**src/rtl/step_dir_decoder.sv**
```systemverilog
// step_dir_decoder: synchronised, deglitched STEP/DIR receiver with signed position,
// step period measurement, motion timeout and target match.
module step_dir_decoder #(
  parameter int SYNC_STAGES = 2,
  parameter int FILT_LEN = 4,
  parameter int PERIOD_W = 24,
  parameter int unsigned TIMEOUT = 10_000_000
) (
  input  logic                clk100m,
  input  logic                rst,
  input  logic                step_in,
  input  logic                dir_in,
  input  logic                en,
  input  logic                clr,
  input  logic                load,
  input  logic [31:0]         load_val,
  input  logic [31:0]         target,
  input  logic                target_en,
  output logic [31:0]         pos,
  output logic [PERIOD_W-1:0] period,
  output logic                period_valid,
  output logic                moving,
  output logic                match,
  output logic                overflow
);
  logic [SYNC_STAGES-1:0] r_step_s, r_dir_s;
  logic [FILT_LEN-1:0] r_step_h, r_dir_h;
  logic r_step_f, r_step_fd, r_dir_f, r_first, r_pv, r_moving, r_match, r_ovf;
  logic [31:0] r_pos;
  logic [PERIOD_W-1:0] r_cnt, r_period;
  logic w_ev, w_ovf;
  logic [31:0] w_pos_step;
  logic [PERIOD_W-1:0] w_cnt_inc;
  always_comb begin
    w_ev = en && r_step_f && !r_step_fd && !clr && !load;
    w_pos_step = r_dir_f ? r_pos + 32'd1 : r_pos - 32'd1;
    w_ovf = r_dir_f ? (r_pos == 32'h7fff_ffff) : (r_pos == 32'h8000_0000);
    w_cnt_inc = (r_cnt != '0 && r_cnt != '1) ? r_cnt + PERIOD_W'(1) : r_cnt;
  end
  always_ff @(posedge clk100m) begin
    if (rst) begin
      {r_step_s, r_dir_s, r_step_h, r_dir_h} <= '0;
      {r_step_f, r_step_fd, r_dir_f, r_first, r_pv, r_moving, r_match, r_ovf} <= '0;
      {r_pos, r_cnt, r_period} <= '0;
    end else begin
      r_step_s <= SYNC_STAGES'({r_step_s, step_in});
      r_dir_s <= SYNC_STAGES'({r_dir_s, dir_in});
      r_step_h <= FILT_LEN'({r_step_h, r_step_s[SYNC_STAGES-1]});
      r_dir_h <= FILT_LEN'({r_dir_h, r_dir_s[SYNC_STAGES-1]});
      // level flips only once the whole history window agrees on the new value
      r_step_f <= &r_step_h ? 1'b1 : (|r_step_h ? r_step_f : 1'b0);
      r_dir_f <= &r_dir_h ? 1'b1 : (|r_dir_h ? r_dir_f : 1'b0);
      r_step_fd <= r_step_f;
      r_pv <= w_ev && r_first;
      r_match <= target_en && (load ? load_val == target : w_ev && w_pos_step == target);
      r_pos <= load ? load_val : (w_ev ? w_pos_step : r_pos);
      r_ovf <= r_ovf || (w_ev && w_ovf);
      r_cnt <= w_ev ? PERIOD_W'(1) : w_cnt_inc;
      if (w_ev && r_first) r_period <= r_cnt;
      r_first <= r_first || w_ev;
      r_moving <= w_ev || (r_moving && r_cnt != PERIOD_W'(TIMEOUT));
      if (clr) begin
        {r_pos, r_cnt, r_period} <= '0;
        {r_ovf, r_moving, r_first, r_match} <= '0;
      end
    end
  end
  assign pos = r_pos;
  assign period = r_period;
  assign period_valid = r_pv;
  assign moving = r_moving;
  assign match = r_match;
  assign overflow = r_ovf;
endmodule

```
**config.mk**
```make
export PLATFORM = sky130hd
export DESIGN_NAME = step_dir_decoder
export DESIGN_NICKNAME = d
export VERILOG_FILES = /design/src/rtl/step_dir_decoder.sv
export SDC_FILE = /design/constraint.sdc
export NUM_CORES = 1
export LEC_CHECK = 0
export CORE_UTILIZATION = 30
export CTS_CLUSTER_DIAMETER = 120
export CTS_CLUSTER_SIZE = 30
export DETAILED_ROUTE_END_ITERATION = 8
export PLACE_DENSITY_LB_ADDON = 0.05
export SETUP_SLACK_MARGIN = 0.5
export SLEW_MARGIN = 20
export SYNTH_ARGS = -nofsm -noshare
export SYNTH_HDL_FRONTEND = slang
export SYNTH_SLANG_ARGS = --single-unit
export TNS_END_PERCENT = 30
```
**constraint.sdc**
```tcl
create_clock -name clk100m -period 9.2 [get_ports clk100m]
set_input_delay 1.84 -clock clk100m [delete_from_list [all_inputs] [get_ports clk100m]]
set_output_delay 1.84 -clock clk100m [all_outputs]
set_load 0.02 [all_outputs]
```
Run 1, metal 1:
Supply wires on this layer in grey. Cells faint in the background.
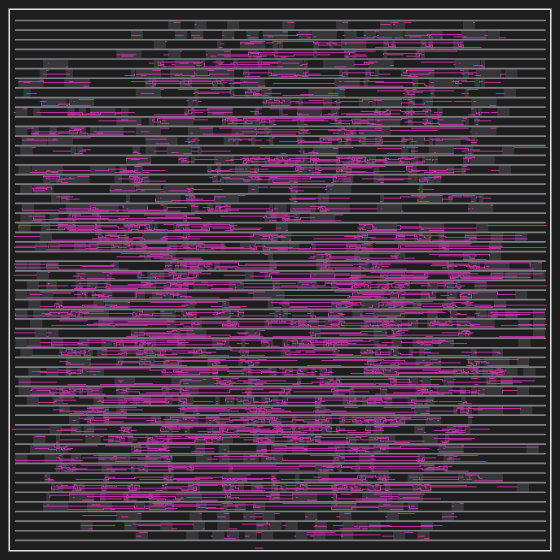
longest straight run: 55.2 um
share of all routed wire: 52%
wire length on this layer: 12400 um
nets with wire on the layer: 1007

Run 1, port wiring:
Bar = 50 um.
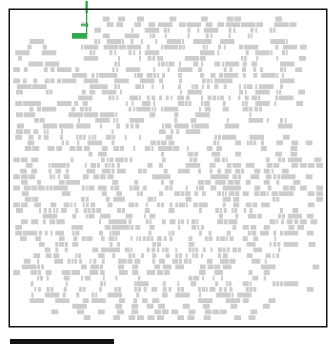
legend:
  period_valid:
    colour: green
    bits: 1
    direction: output
    edge: top
    end_cells: 1
    buffers: 1
    wire: 15.3 um

Run 1, metal 2:
Cells faint in the background.
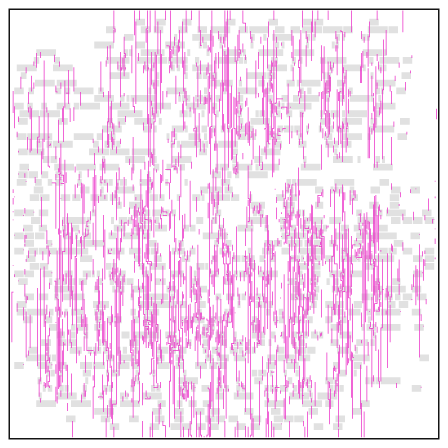
share of all routed wire: 41%
main direction: vertical

==> ci_impl_report.md, run 1 <==
## PnR job results

| Metric | Value |
|---|---|
| Remaining global-route overflow | 0 |
| Cell area after layout | roughly 8600 um2 |
| Slew Viols, Final | 0 |
| Clk network pwr share | 33.5% |
| Status | finished, violations left |
| Post-synthesis sequential area ratio | between 20% and 30% |
| Cts hold-fix bufs | 0 |
| Final hold viol count | 0 |
| Dominant flop cell | dfxtp_1 |
| P_int | approximately 770 uW |
| Logic pwr share | 28.5% |
| CP startpoint kind | primary input |
| Worst hold stages | 1 |
| Top-Level Pins | 132 |
| Cell mode on critical path | nor4_1 |
| Sw power | approximately 400 uW |
| Max VDD drop | a little under 100 uV |
| Syn Nets | roughly 1000 |
| First-pass GRT wire length | ~38000 um |
| Critical path's largest stage delay | 580 ps |
| Crit path to | match |
| Leak | 0.00302 uW |
| Worst reg2reg path endpoint | match |
| Pre-CTS WS | ~4100 ps |
| Sequential Power Share | a little under two fifths |
| Rows | roughly 54 |
| Synth flops | around 100 |
| Total power | ~1200 uW |
| Sw frac | about a third |
| Area fraction in xor and xnor cells | roughly 14% |
| Failing checks | design-rule violations |
| Setup TNS | 0 ps |
| Mapped Cells | between 800 and 900 |
| Max-Cap Viols | 0 |
| Initial antenna violation count | 0 |
| Count leader, synth | a21oi_1 |
| Ant. Diodes | 0 |
| CP Capture Type | register |
| Kind of critical path | primary input to register |
| Total GRT Usage | between 20% and 30% |
| DRC | 7 |
| CTS root buf | clkbuf_16 |
| Post-cts gate resize count | 0 |
| Largest net degree at the start of global routing | 42 |
| Clk_skew | 13.1 ps |
| Pre-Repair DR Iteration Count | 8 |
| Port Buffers | roughly 130 |
| Die X | approximately 150 um |
-- run 1: area by class of cell --
type / instances / area [um2]
fillers: 2374 / 13400
multi-input cells: 730 / 4550
flip-flops and latches: 100 / 2000
repair buffers: 136 / 1350
well taps: 280 / 350
clock buffers: 9 / 225
clock inverters: 7 / 71.3
inverters: 16 / 60.1
-- run 1: state kept, by name, summed over array words and instances (netlist names) --
register	flops
match	1
moving	1
overflow	1
period	24
period_valid	1
pos	32
r_cnt	24
r_dir_f	1
r_dir_h	4
r_dir_s	2
r_first	1
r_step_f	1
r_step_fd	1
r_step_h	4
r_step_s	2
-- run 1: metal layers --
metal  vias up  part of all wire [%]  GRT usage [%]
li1       3387                     -              -
met1      3201                    52           31.4
met2       189                    41           30.1
met5         -                     0              0
met3        22                   5.3           2.93
met4         0                   1.8           6.69
--- run 2 (diff from run 1) ---
clock period = 4.5 ns   (was 9.2 ns; I/O delays follow)
==> run 2 against run 1 <==
The flow still finishes with violations (design-rule violations); combinational power rose by 120%; register-to-register slack worse by 3900 ps; setup slack lost 3800 ps; wire length rose by 6.3%; largest power group unchanged; critical endpoint unchanged; largest cell class unchanged; via count rose by 2.0%; clock power is 100% higher; non-clock buffer count grew 12; final cell count increased by 0.94%.
==> ci_impl_report.md, run 2 <==
## PnR job results

| Metric | Value |
|---|---|
| Status | finished, violations left |
| Failing checks | design-rule violations |
| Cts hold-fix bufs | 0 (unchanged) |
| Rows | 54 (unchanged) |
| CP startpoint kind | register |
| M1 GR Usage | 32.5% (+1.2 points) |
| Slew Viols, Final | 0 (unchanged) |
| Max VDD drop | 163 uV (+68%) |
| First-pass GRT wire length | 39200 um (+3.2%) |
| Busiest grt layer | met1 |
| Pre-Repair DR Iteration Count | 9 (+1) |
| Synth flops | 100 (unchanged) |
| Crit path to | match |
| Remaining global-route overflow | 0 (unchanged) |
| Top layer in use | met4 |
| Signal buf overhead | 16.4% (+0.77 points) |
| Logic pwr share | 29.7% (+1.2 points) |
| Mapped Cells | 894 (unchanged) |
| Worst reg2reg path endpoint | match |
| Leak | 0.00309 uW (+2.4%) |
| DRC | 5 (-2) |
| WL met1 | 13300 um (+7.1%) |
| Comb gate area | 4610 um2 (+1.3%) |
| Kind of critical path | register to register |
| Number of logic gates | 730 (unchanged) |
| Count leader, synth | a21oi_1 |
| Critical path's largest stage delay | 380 ps (-200 ps) |
run 2: cell counts after synthesis:
No cell type changed its count.
run 2: logic make-up after synthesis:
kind of cell | count (synthesis) | share of synthesized area, %
buffers and inverters | 64 | 3.94
xor gates and xnor gates | 108 | 13.9
adders and majority gates | 33 | 6.18
AOI/OAI and AO/OA | 260 | 23.2
and+or+nand+nor | 329 | 23.4
DFF | 100 | 29.4
run 2: through the flow:
stage / setup WS (ps) / cell area [um2] / utilization, % / total power, uW
5_1_grt: 494 / 8760 / 39.8 / 2550
3_5_place_dp: 614 / 8390 / 38.1 / 1630
3_3_place_gp: 656 / 8390 / 38.1 / 1640
4_1_cts: 578 / 8680 / 39.4 / 2430
6_report: 649 / 8760 / 39.8 / 2430
2_1_floorplan: 909 / 6800 / - / 1360
Run 2, where the registers sit:
Other sequential cells in the stronger grey, the rest of the logic in the fainter grey.
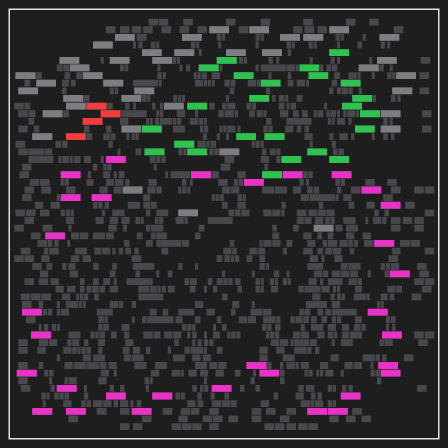
legend:
  pos:
    colour: magenta
    placed_flops: 32
  r_dir_h:
    colour: red
    placed_flops: 4
    where: top left
  r_cnt:
    colour: green
    placed_flops: 24

Run 2, routing congestion:
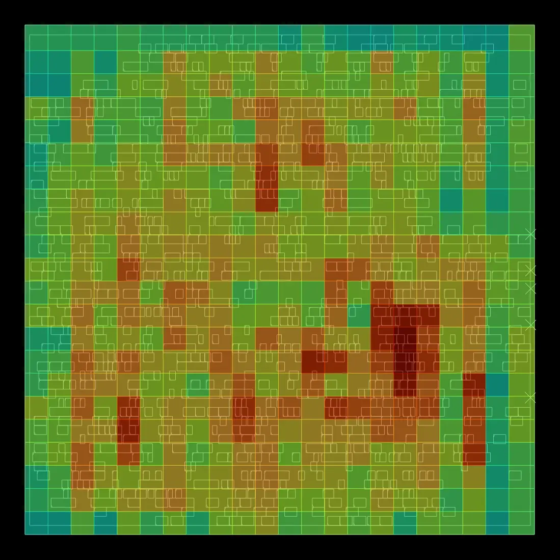
post-DR wirelength/cell: 19.7 um
M2 GR Usage: 32.0%
GR Util met3: 3.30%

--- run 3 (diff from run 2) ---
ABC_AREA = 1   (was not set)
CAP_MARGIN = 30   (was not set)
CORE_ASPECT_RATIO = 1.25   (was not set)
==> run 3 against run 2 <==
The flow now finishes without violations; sequential power is 0.4% lower; wire length is 28% higher; sequential share of layout area down 2.6 points; non-clock buffer count shrank 7; die area rose by 15%; fmax rose by 9.3%; clock skew grew 14 ps; synthesized cell count grew 47%; combinational power increased by 3.3%; largest power group unchanged.
==> ci_impl_report.md, run 3 <==
## PnR job results

| Metric | Value |
|---|---|
| Status | completed |
| Top layer in use | met4 |
| Worst hold endpoint | r_dir_h[0] |
| Synth flops | 100 (unchanged) |
| Total power | 2490 uW (+2.5%) |
| Signal buf overhead | 14.1% (-2.3 points) |
| Pre-Repair DR Iteration Count | 5 (-4) |
| Kind of critical path | register to register |
| Number of enable flip-flop cells | 0 |
| CP startpoint kind | register |
| Post-CTS setup repair buffer count | 0 |
| Placed cell areas | 9580 um2 (+14%) |
| Mapped Cells | 1313 (+47%) |
| First-pass GRT wire length | 49700 um (+27%) |
| Leak | 0.00465 uW (+51%) |
| GR Util met3 | 3.73% (+0.43 points) |
| Critical path's largest stage delay | 490 ps (+110 ps) |
| Slew Viols, Final | 0 (unchanged) |
| Logic pwr share | 29.9% (+0.2 points) |
| Remaining global-route overflow | 0 (unchanged) |
| Pre-CTS WS | 1030 ps (+418 ps) |
| Comb gate area | 4940 um2 (+7.2%) |
| Count leader, synth | nand2_1 |
| Number of logic gates | 967 (+32%) |
| Rows | 65 (+20%) |
| Cell area after layout | 9880 um2 (+13%) |
| Worst reg2reg path endpoint | match |
| DRC | 0 (-5) |
| WL met1 | 12800 um (-3.7%) |
| Max VDD drop | 158 uV (-2.9%) |
| M2 GR Usage | 46.5% (+14 points) |
run 3: cell types whose count changed after synthesis, sizes merged, moves of 28 or more:
cell   before  now
a21oi     131   60
a31oi       6   34
inv        15  217
nand2     120  429
nand3      24  128
nor2       67  110
xnor2      61    8
xor2       47   13
run 3: worst max path at each step:
stage | cells after the start | endpoint
3_5_place_dp | 16 | match
3_3_place_gp | 17 | match
2_1_floorplan | 19 | match
6_report | 18 | match
4_1_cts | 18 | match
5_1_grt | 18 | match
run 3: cells by family after synthesis:
logic type / Yosys count / share of synthesized area [%]
and+or+nand+nor: 748 / 42.5
buffers and inverters: 246 / 11.9
AOI/OAI and AO/OA: 165 / 12.4
DFF: 100 / 25.5
adders and majority gates: 33 / 5.35
xor gates and xnor gates: 21 / 2.34
Run 3, metal 2:
Cells faint in the background.
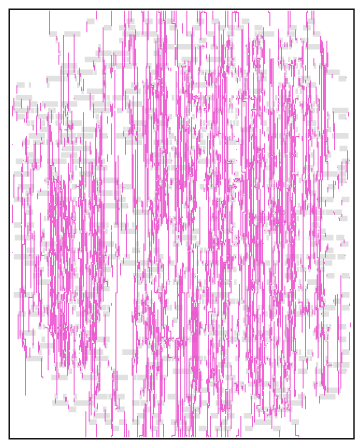
main direction: vertical
wire length on this layer: 16800 um
share of all routed wire: 52%
nets with wire on the layer: 1226

Run 3, routing congestion:
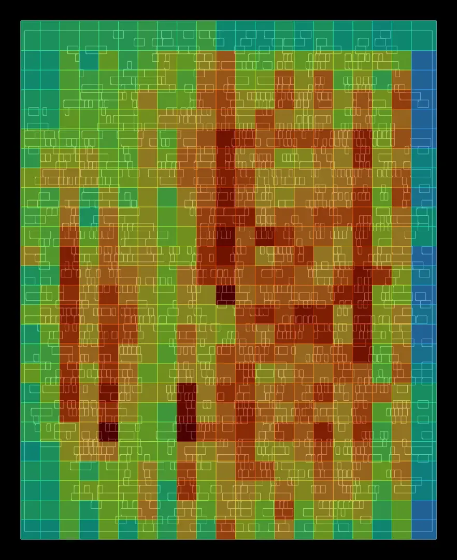
M1 GR Usage: 26.8%
Total GRT Usage: 24.6%
busiest grt layer: met2
post-DR wirelength/cell: 18.2 um
Util after Layout: 38.8%

No activity file was given, so power comes from the tool's default toggle rates.
